==> src/rtl/hazard_stall_if.sv <==
// hazard_stall_if: request/control bundle between the hazard sources
// (hazard detection, ID branch resolution, data memory, MEM/WB) and the
// stall/flush controller. The master side raises requests; the slave side
// (hazard_stall_ctrl) returns the pipeline enables, flushes and status.
interface hazard_stall_if #(
    parameter int CNT_W = 16
);
    // Requests into the controller
    logic             stall_en;
    logic             branch_taken;
    logic             hlt_dec;
    logic             dmem_busy;
    logic             mem_wb_hlt;

    // Pipeline controls and status out of the controller
    logic             pc_write_en;
    logic             if_id_write_en;
    logic             if_id_flush;
    logic             id_ex_bubble;
    logic             pipe_hold;
    logic             halted;
    logic             mem_timeout;
    logic [CNT_W-1:0] stall_cycles;

    modport master (
        output stall_en, branch_taken, hlt_dec, dmem_busy, mem_wb_hlt,
        input  pc_write_en, if_id_write_en, if_id_flush, id_ex_bubble,
               pipe_hold, halted, mem_timeout, stall_cycles
    );

    modport slave (
        input  stall_en, branch_taken, hlt_dec, dmem_busy, mem_wb_hlt,
        output pc_write_en, if_id_write_en, if_id_flush, id_ex_bubble,
               pipe_hold, halted, mem_timeout, stall_cycles
    );
endinterface

==> src/rtl/hazard_stall_ctrl.sv <==
// hazard_stall_ctrl: pipeline stall/flush sequencer.
// Freezes or flushes the front end for load-use hazards, taken branches and
// HLT, holds the back end while data memory is busy, drains the pipe after
// HLT and parks in HALTED until reset. A wait counter flags a sticky
// mem_timeout after MAX_WAIT consecutive busy cycles.
// Optional feature macro: STALL_PERF_CNT_EN -- when defined, stall_cycles is
// a saturating count of frozen-front-end cycles; otherwise it reads zero.
module hazard_stall_ctrl #(
    parameter int CNT_W    = 16,
    parameter int MAX_WAIT = 32
) (
    input  logic           clk,
    input  logic           rst_n,
    hazard_stall_if.slave  bus
);
    localparam logic [1:0] S_RUN      = 2'd0;
    localparam logic [1:0] S_MEM_WAIT = 2'd1;
    localparam logic [1:0] S_DRAIN    = 2'd2;
    localparam logic [1:0] S_HALTED   = 2'd3;

    // MAX_WAIT is limited to 2..255, so 8 bits always hold the wait count
    localparam int         WAIT_W     = 8;
    localparam logic [WAIT_W-1:0] MAX_WAIT_C  = WAIT_W'(MAX_WAIT);
    localparam logic [WAIT_W-1:0] LAST_WAIT_C = WAIT_W'(MAX_WAIT - 1);

    logic [1:0]        state_q;
    logic [1:0]        state_d;
    logic              ret_drain_q;
    logic              ret_drain_d;
    logic [WAIT_W-1:0] wait_cnt_q;
    logic              mem_timeout_q;

    logic [1:0]        eff_state;
    logic              pc_we;
    logic              if_id_we;
    logic              if_id_fl;
    logic              id_ex_bub;
    logic              hold;

    // Output decode and next-state selection; a MEM_WAIT whose memory just
    // went ready behaves exactly like the state it returns to, including that
    // state's own transitions, so an HLT or drain completion seen on the
    // release cycle is not lost.
    always_comb begin
        pc_we       = 1'b0;
        if_id_we    = 1'b0;
        if_id_fl    = 1'b0;
        id_ex_bub   = 1'b0;
        hold        = 1'b0;
        ret_drain_d = ret_drain_q;

        eff_state = state_q;
        if ((state_q == S_MEM_WAIT) && !bus.dmem_busy) begin
            eff_state = ret_drain_q ? S_DRAIN : S_RUN;
        end
        state_d = eff_state;

        case (eff_state)
            S_RUN: begin
                if (bus.dmem_busy) begin
                    hold        = 1'b1;
                    state_d     = S_MEM_WAIT;
                    ret_drain_d = 1'b0;
                end else if (bus.stall_en) begin
                    // branch_taken is re-evaluated once the bubble is inserted
                    id_ex_bub = 1'b1;
                end else if (bus.hlt_dec) begin
                    if_id_fl = 1'b1;
                    state_d  = S_DRAIN;
                end else if (bus.branch_taken) begin
                    pc_we    = 1'b1;
                    if_id_fl = 1'b1;
                end else begin
                    pc_we    = 1'b1;
                    if_id_we = 1'b1;
                end
            end
            S_MEM_WAIT: begin
                // only reached with dmem_busy=1
                hold = 1'b1;
            end
            S_DRAIN: begin
                if_id_fl = 1'b1;
                if (bus.dmem_busy) begin
                    hold        = 1'b1;
                    state_d     = S_MEM_WAIT;
                    ret_drain_d = 1'b1;
                end else if (bus.mem_wb_hlt) begin
                    state_d = S_HALTED;
                end
            end
            default: begin
                hold = 1'b1;
            end
        endcase

        // While reset is held the front end is flushed and bubbled
        if (!rst_n) begin
            pc_we     = 1'b0;
            if_id_we  = 1'b0;
            if_id_fl  = 1'b1;
            id_ex_bub = 1'b1;
            hold      = 1'b0;
        end
    end

    // Controller state and drain-return flag
    always_ff @(posedge clk or negedge rst_n) begin
        if (!rst_n) begin
            state_q     <= S_RUN;
            ret_drain_q <= 1'b0;
        end else begin
            state_q     <= state_d;
            ret_drain_q <= ret_drain_d;
        end
    end

    // Consecutive-busy counter and sticky timeout; frozen once halted
    always_ff @(posedge clk or negedge rst_n) begin
        if (!rst_n) begin
            wait_cnt_q    <= '0;
            mem_timeout_q <= 1'b0;
        end else if (state_q != S_HALTED) begin
            if (bus.dmem_busy) begin
                if (wait_cnt_q < MAX_WAIT_C) begin
                    wait_cnt_q <= wait_cnt_q + 1'b1;
                end
                if (wait_cnt_q == LAST_WAIT_C) begin
                    mem_timeout_q <= 1'b1;
                end
            end else begin
                wait_cnt_q <= '0;
            end
        end
    end

`ifdef STALL_PERF_CNT_EN
    logic [CNT_W-1:0] stall_cycles_q;

    // Saturating count of frozen-PC cycles spent in RUN or MEM_WAIT
    always_ff @(posedge clk or negedge rst_n) begin
        if (!rst_n) begin
            stall_cycles_q <= '0;
        end else if (((state_q == S_RUN) || (state_q == S_MEM_WAIT)) && !pc_we
                     && (stall_cycles_q != {CNT_W{1'b1}})) begin
            stall_cycles_q <= stall_cycles_q + 1'b1;
        end
    end

    assign bus.stall_cycles = stall_cycles_q;
`else
    logic [CNT_W-1:0] stall_cycles_zero;
    assign stall_cycles_zero = '0;
    assign bus.stall_cycles  = stall_cycles_zero;
`endif

    assign bus.pc_write_en    = pc_we;
    assign bus.if_id_write_en = if_id_we;
    assign bus.if_id_flush    = if_id_fl;
    assign bus.id_ex_bubble   = id_ex_bub;
    assign bus.pipe_hold      = hold;
    assign bus.halted         = (state_q == S_HALTED);
    assign bus.mem_timeout    = mem_timeout_q;
endmodule
==> src/flat_wrapper.sv <==
// flat-port wrapper written by rule: the top's interface ports become plain ports
module hazard_stall_ctrl_flat 
#(
    parameter int CNT_W    = 16,
    parameter int MAX_WAIT = 32
)
  (clk, rst_n, bus_stall_en, bus_branch_taken, bus_hlt_dec, bus_dmem_busy, bus_mem_wb_hlt, bus_pc_write_en, bus_if_id_write_en, bus_if_id_flush, bus_id_ex_bubble, bus_pipe_hold, bus_halted, bus_mem_timeout, bus_stall_cycles);
  hazard_stall_if #(.CNT_W(CNT_W)) bus_i ();
  input  logic clk;
  input  logic rst_n;
  input wire logic [$bits(bus_i.stall_en)-1:0] bus_stall_en;
  input wire logic [$bits(bus_i.branch_taken)-1:0] bus_branch_taken;
  input wire logic [$bits(bus_i.hlt_dec)-1:0] bus_hlt_dec;
  input wire logic [$bits(bus_i.dmem_busy)-1:0] bus_dmem_busy;
  input wire logic [$bits(bus_i.mem_wb_hlt)-1:0] bus_mem_wb_hlt;
  output wire logic [$bits(bus_i.pc_write_en)-1:0] bus_pc_write_en;
  output wire logic [$bits(bus_i.if_id_write_en)-1:0] bus_if_id_write_en;
  output wire logic [$bits(bus_i.if_id_flush)-1:0] bus_if_id_flush;
  output wire logic [$bits(bus_i.id_ex_bubble)-1:0] bus_id_ex_bubble;
  output wire logic [$bits(bus_i.pipe_hold)-1:0] bus_pipe_hold;
  output wire logic [$bits(bus_i.halted)-1:0] bus_halted;
  output wire logic [$bits(bus_i.mem_timeout)-1:0] bus_mem_timeout;
  output wire logic [$bits(bus_i.stall_cycles)-1:0] bus_stall_cycles;
  assign bus_i.stall_en = bus_stall_en;
  assign bus_i.branch_taken = bus_branch_taken;
  assign bus_i.hlt_dec = bus_hlt_dec;
  assign bus_i.dmem_busy = bus_dmem_busy;
  assign bus_i.mem_wb_hlt = bus_mem_wb_hlt;
  assign bus_pc_write_en = bus_i.pc_write_en;
  assign bus_if_id_write_en = bus_i.if_id_write_en;
  assign bus_if_id_flush = bus_i.if_id_flush;
  assign bus_id_ex_bubble = bus_i.id_ex_bubble;
  assign bus_pipe_hold = bus_i.pipe_hold;
  assign bus_halted = bus_i.halted;
  assign bus_mem_timeout = bus_i.mem_timeout;
  assign bus_stall_cycles = bus_i.stall_cycles;
  hazard_stall_ctrl #(.CNT_W(CNT_W), .MAX_WAIT(MAX_WAIT)) u_core (.clk(clk), .rst_n(rst_n), .bus(bus_i));
endmodule
==> config.mk <==
export PLATFORM = sky130hd
export DESIGN_NAME = hazard_stall_ctrl_flat
export DESIGN_NICKNAME = d
export VERILOG_FILES = /design/src/rtl/hazard_stall_if.sv /design/src/rtl/hazard_stall_ctrl.sv /design/src/flat_wrapper.sv
export SDC_FILE = /design/constraint.sdc
export NUM_CORES = 1
export LEC_CHECK = 0
export ABC_AREA = 0
export CAP_MARGIN = 5
export CORE_MARGIN = 10
export CORE_UTILIZATION = 45
export DETAILED_ROUTE_END_ITERATION = 8
export MAX_ROUTING_LAYER = met4
export PLACE_DENSITY = 0.8
export SETUP_SLACK_MARGIN = 0.02
export SLEW_MARGIN = 40
export SYNTH_ARGS = -nofsm -noshare
export SYNTH_HDL_FRONTEND = slang
export SYNTH_SLANG_ARGS = --single-unit
==> constraint.sdc <==
create_clock -name clk -period 4.65 [get_ports clk]
set_clock_uncertainty 0.1 [all_clocks]
set_input_delay 1.395 -clock clk [delete_from_list [all_inputs] [get_ports clk]]
set_output_delay 1.395 -clock clk [all_outputs]
set_load 0.01 [all_outputs]
layers.png
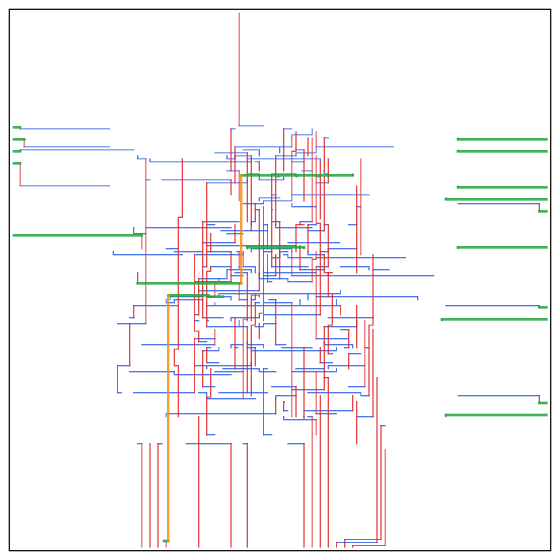
- M4: orange (wire length 40.1 um)
- M3: green (wire length 132 um)
- M2: red (wire length 713 um)
- M1: blue (wire length 649 um)
Vias: 598
average wire length per cell after detail routing: 13.2 um

class_map.png
The bar under the picture is 20 um long.
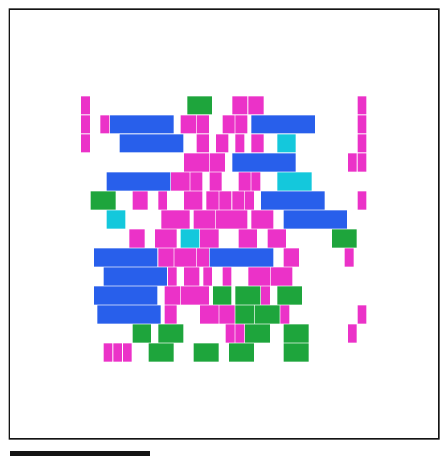
- sequential cells: blue (cells 12; share of their area 34%)
- remaining logic cells: magenta (cells 68; share of their area 44%)
- clock drivers and dummy loads: cyan (cells 4; share of their area 4.2%)
- remaining buffers and delay cells: green (cells 16; share of their area 18%)
core outline area: 0.00156 mm2
Site Rows: 14
final instance area: 892 um2
post-layout util: 57.2%
fraction of standard cell area that is sequential: 33.7%

floorplan.png
The bar under the picture is 20 um long. Pins as bars on the die edge. Tap cells in grey.
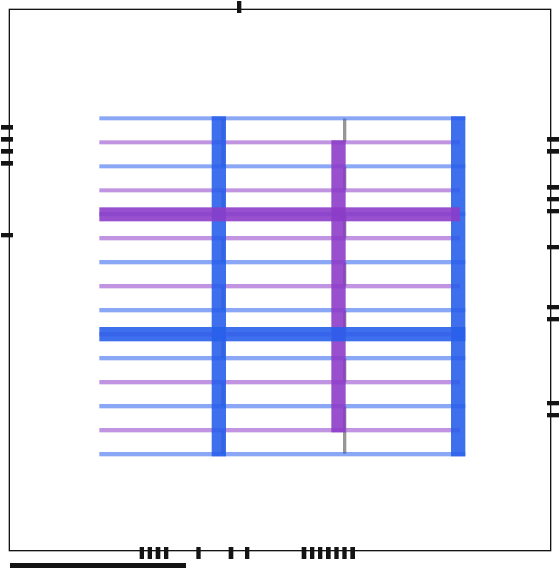
- VDD: purple
- VSS: blue
- met5 straps: 2
- met1 rails: 15

clock_wires.png
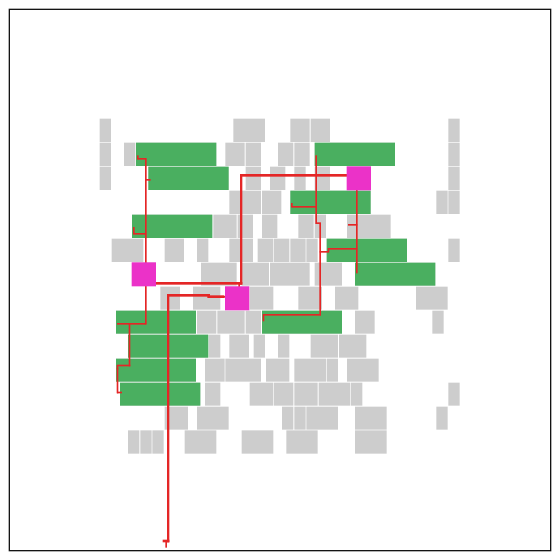
- clock-net drivers: magenta (count 3)
- clock wires: red (length 157 um)
- flip-flops: green (count 12)
- routed clock nets: 4
power dissipated in the clock network: 81.8 uW
worst-skew pair later-pin latency: 280 ps

congestion_map.png
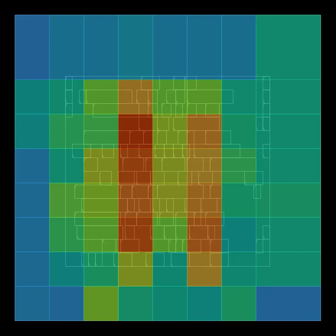
met3 usage: 2.88%
global-route met1 utilization: 8.79%
met2 capacity usage during global routing: 14.1%
total routing usage reported by global routing: 8.70%

==> flow_summary.json <==
{
  "run_status": "finished clean",
  "die_h_um": 61.3,
  "synth_area_per_cell_um2": 9.12,
  "drv_cap": 0,
  "worst_setup_path_startpoint": "bus_dmem_busy",
  "clock_buffers": 4,
  "layout-drive-gt1-share_pct": 10.0,
  "ir_worst_vdd_mv": 0.192,
  "comb_cells": 66,
  "highest_metal_layer_with_signal_wires": "met4",
  "rsz0062_at_grt": "false",
  "register_share_of_total_power_pct": 50.7,
  "fp_util_pct": 49.1,
  "grt_pass1_vias": 585,
  "pre_cts_ws_ps": 141,
  "dominantRegCellSynth": "sky130_fd_sc_hd__dfrtp_1",
  "io_buffers": 13,
  "synth.top_cells.by_count": "sky130_fd_sc_hd__buf_4 (16), sky130_fd_sc_hd__dfrtp_1 (12), sky130_fd_sc_hd__nand2_1 (6), sky130_fd_sc_hd__o21ai_0 (6), sky130_fd_sc_hd__nand3_1 (5)",
  "synth.comb.largest_family": "AND-OR/OR-AND gates",
  "detailroute.wirelength.met3_um": 132,
  "dpl_cell_area_um2": 856,
  "yosys_synthesis_chip_area_um2": 766,
  "horiz_die_dim_um": 61.3,
  "vias_per_cell": 5.16,
  "clk_pwr_share_pct": 30.5,
  "busiest_layer": "met2",
  "critical_path_peak_fanout": 2,
  "diodes": 0,
  "reg2reg_depth": 3,
  "drt_first_pass_iters": 4,
  "leakagePower_nw": 0.417,
  "yosysTopAreaCellShare_pct": 39.2,
  "met2RoutedLength_um": 712,
  "internal-power_uw": 192,
  "dieArea_mm2": 0.00375,
  "place.detailed.hpwl_um": 1290,
  "overflow": 0,
  "yosys-mux-area-fraction_pct": 1.47,
  "worst-r2r-setup-slack_ps": 2920,
  "hold_viol_final": 0
}
-- critical path: stages --
cell	delay, ps
sky130_fd_sc_hd__clkdlybuf4s50_1	420
sky130_fd_sc_hd__a211oi_1	260
sky130_fd_sc_hd__and3_1	220
sky130_fd_sc_hd__nor2b_1	150
sky130_fd_sc_hd__clkdlybuf4s50_1	560
-- power by group through the flow --
stage,registers (mW),logic [mW],clock network (mW)
finish,0.136,0.0502,0.0818
global route,0.139,0.0564,0.0887
CTS,0.136,0.0498,0.0845
detailed placement,0.138,0.0497,0
global placement,0.138,0.0479,0
floorplan,0.133,0.0425,0
-- kinds of logic (layout without fill, tap and decap cells) --
logic type,Yosys count,count (layout)
and+or+nand+nor,26,26
AOI/OAI and AO/OA,22,22
buffers and inverters,21,22
DFF,12,12
adders and majority gates,1,1
other,1,16
muxes,1,1
-- flip-flops by register name, indices dropped and copies added (netlist names) --
register,count
u_core.wait_cnt_q,8
u_core.bus.mem_timeout,1
u_core.state_q,2
u_core.ret_drain_q,1
-- layout by cell type, fill, tap and decap left out, types with 2 or more instances in the layout --
cell type,count
sky130_fd_sc_hd__a21oi_1,3
sky130_fd_sc_hd__and2_1,3
sky130_fd_sc_hd__and3_1,2
sky130_fd_sc_hd__buf_4,3
sky130_fd_sc_hd__clkbuf_4,3
sky130_fd_sc_hd__clkdlybuf4s50_1,13
sky130_fd_sc_hd__conb_1,16
sky130_fd_sc_hd__dfrtp_1,12
sky130_fd_sc_hd__inv_1,2
sky130_fd_sc_hd__nand2_1,6
sky130_fd_sc_hd__nand3_1,5
sky130_fd_sc_hd__nor2_1,3
sky130_fd_sc_hd__o21ai_0,6
sky130_fd_sc_hd__o311ai_0,2
sky130_fd_sc_hd__o31ai_1,2
sky130_fd_sc_hd__or3_1,3
Power is estimated from default activity; no workload was simulated.
